### I/O nets highlighted

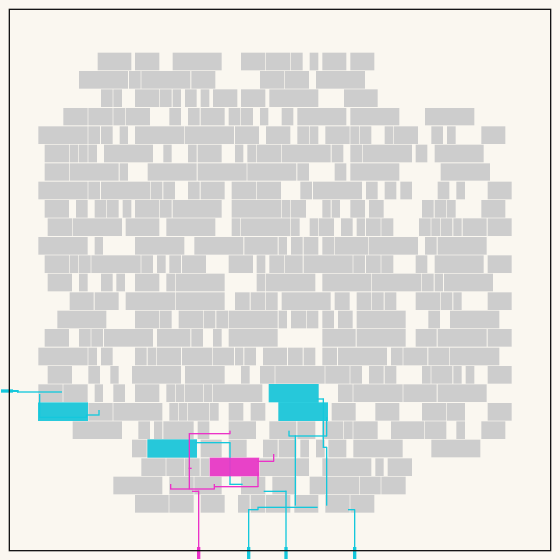
### Wire density map

The die is cut into 16 by 16 equal tiles; black is low, pale yellow is high, scaled to the fullest tile. Values are wire area over tile area, all layers added.
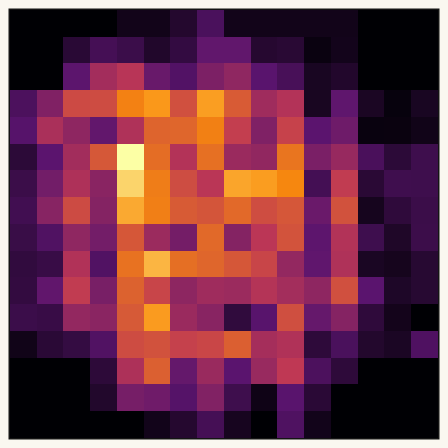
### Met3 routing

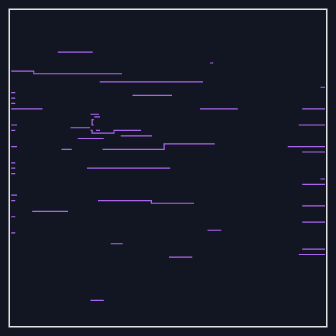
==> config.mk <==
export PLATFORM = sky130hd
export DESIGN_NAME = fifo_word_packer
export DESIGN_NICKNAME = d
export VERILOG_FILES = /design/src/rtl/fifo_word_packer.sv
export SDC_FILE = /design/constraint.sdc
export NUM_CORES = 1
export LEC_CHECK = 0
export ABC_AREA = 0
export CAP_MARGIN = 10
export CORE_MARGIN = 4
export CORE_UTILIZATION = 55
export CTS_CLUSTER_SIZE = 16
export DETAILED_ROUTE_END_ITERATION = 12
export MAX_ROUTING_LAYER = met4
export PLACE_DENSITY = 0.89
export SLEW_MARGIN = 20
export SYNTH_ARGS = -nofsm -noshare
export SYNTH_HDL_FRONTEND = slang
export SYNTH_SLANG_ARGS = --single-unit
==> constraint.sdc <==
create_clock -name clk -period 3.8 [get_ports clk]
set_input_delay 0.76 -clock clk [delete_from_list [all_inputs] [get_ports clk]]
set_output_delay 0.76 -clock clk [all_outputs]
set_load 0.03 [all_outputs]
==> results.ini <==
[cells_and_area]
comb_share = 0.344
logic_gate_count = 202
final_area_um2 = 3460
antenna-diode-count = 0
clockBufferCount = 13
fin_util = 0.713
num-nonclk-buffers = 54
bufAreaShareNonClock = 0.153
stdcell_count = 416
area.share.sequential = 0.428
layout.nets = 359
layout.cells.most_common = dfxtp_1
biggestCellCategory = flip-flops and latches
clk_share = 0.0474
n_all_inverters = 3
flops = 74
syn_to_final_growth_pct = 22.5
fill_cells = 363
mi_logic_area_um2 = 1190
lay_top_cells = dfxtp_1 (74), clkdlybuf4s50_1 (50), nand2_1 (45)

[power]
power_mw = 1.41
clkPwrFrac = 0.373
pg_clk_uw = 527
p_switching_uw = 344
internal_power_mw = 1.07
power_sequential_uw = 793
seqPwrFrac = 0.562
powerDensity_nw_per_um2 = 409
max-vdd-ir-drop_v = 0.000367
combPwrFrac = 0.065
p_comb_uw = 92.1
power_leader = registers
switching_share = 0.243

[clocking]
cts_tree = done
clock_latency_ns = 0.35
cts_repair_resize_count = 0
root_buffer = clkbuf_8
clock_path_buffers = 2
numCtsBuffers = 9
clock_sinks = 74
clkTransAtPathRegs_ns = 0.07
h-tree-depth = 3

[logic_synthesis]
top_logic_kind = simple AND/OR/NAND/NOR gates
largest_area_cell = dfxtp_1
synth_nets = 322
yosysWarnings = 0
edf_count = 0
xor_area_frac = 0.00310
fa_ha_area_frac = 0.00886
synth.top_cells.by_count = dfxtp_1 (74), nand2_1 (45), nand3_1 (43)
top_cell_area_share = 0.525
ys_cells = 307
synth_top_cell_by_count = dfxtp_1
numSynthFlops = 74
ys_seq_frac = 0.525
synth_chip_area_um2 = 2820
ys_sh_mux = 0.0319
syn-instance-count = 307
synth_area_per_cell_um2 = 9.20
ff_type = dfxtp_1

[timing]
clock_skew_ns = 0.00730
tightest_slew_ns = 0.865
period_needed_ns = 2.95
timing.final.crit_share = 0.776
fmax_mhz = 339
hold_violations = 0
relSlewSlack = 0.420
fin_ws_ns = 0.850
hold_ws_ns = 0.456
setup_tns_ns = 0
rsz0062_at_grt = no
slew_violations = 0

[die]
taps = 67
chipArea_um2 = 6340
fp-utilization = 0.582
die_x_um = 79.7

[critical_path]
crit_fanout = 2
end_kind = output pin
arrival_ns = 2.19
cp_slowest_cell = clkdlybuf4s50_1
critPathRequiredTime_ns = 3.04
crit_top_cell = clkdlybuf4s50_1
path_class = in -> out
critPathTopFamily = buffers and inverters
r2r_cells = 7
path_cells = clkdlybuf4s50_1 -> nor4_1 -> clkdlybuf4s50_1
crit_path_start_kind = input port

[placed_design]
detailed_place_hpwl_mm = 4.02
place_area_um2 = 3290
gp_congestion = 0.826
dp_slack_ns = 0.842

[global_route]
first_global_vias = 2129
grt_overflow = 0
busiest_layer = met2
gr-usage-met2 = 0.310
grt_first_pass_wirelength_mm = 10.3
groute.layer.met1.usage = 0.278
grt_max_degree = 53

[job]
max-cap-violations = 0

[worst_hold_path]
holdPathStages = 2

[drt]
drc = 0
first_pass_iters = 5
wl_met3_um = 293
route.met2.wl_mm = 2.88
drt_first_iter_violations = 171
wl_met1_mm = 2.69
viasPerCell = 5.45
dr.max_layer_used = met4

[status]
status = finished clean

Notes on 'I/O nets highlighted' above:
- cyan: m_keep (bits 4; direction output; edge 3 bottom, 1 left; end cells 4; buffers 4; wire 104 µm)
- magenta: flush_busy (bits 1; direction output; edge bottom; end cells 1; buffers 1; wire 43.3 µm)
PortBufs: 51
I/O pin cnt: 52

Notes on 'Wire density map' above:
- densest ninth of the die: middle
- emptiest ninth of the die: top right
- fullest tile: 0.52
- mean over tiles: 0.15
- tiles over half the peak: 22%
GRT Overall Usage: 0.214
DR vias: 2269
final wirelength: 5.97 mm
DR WL/cell: 14.3 µm

Notes on 'Met3 routing' above:
- share of all routed wire: 4.9%
- wire length on this layer: 293 µm
met3 Track Usage GR: 0.0530

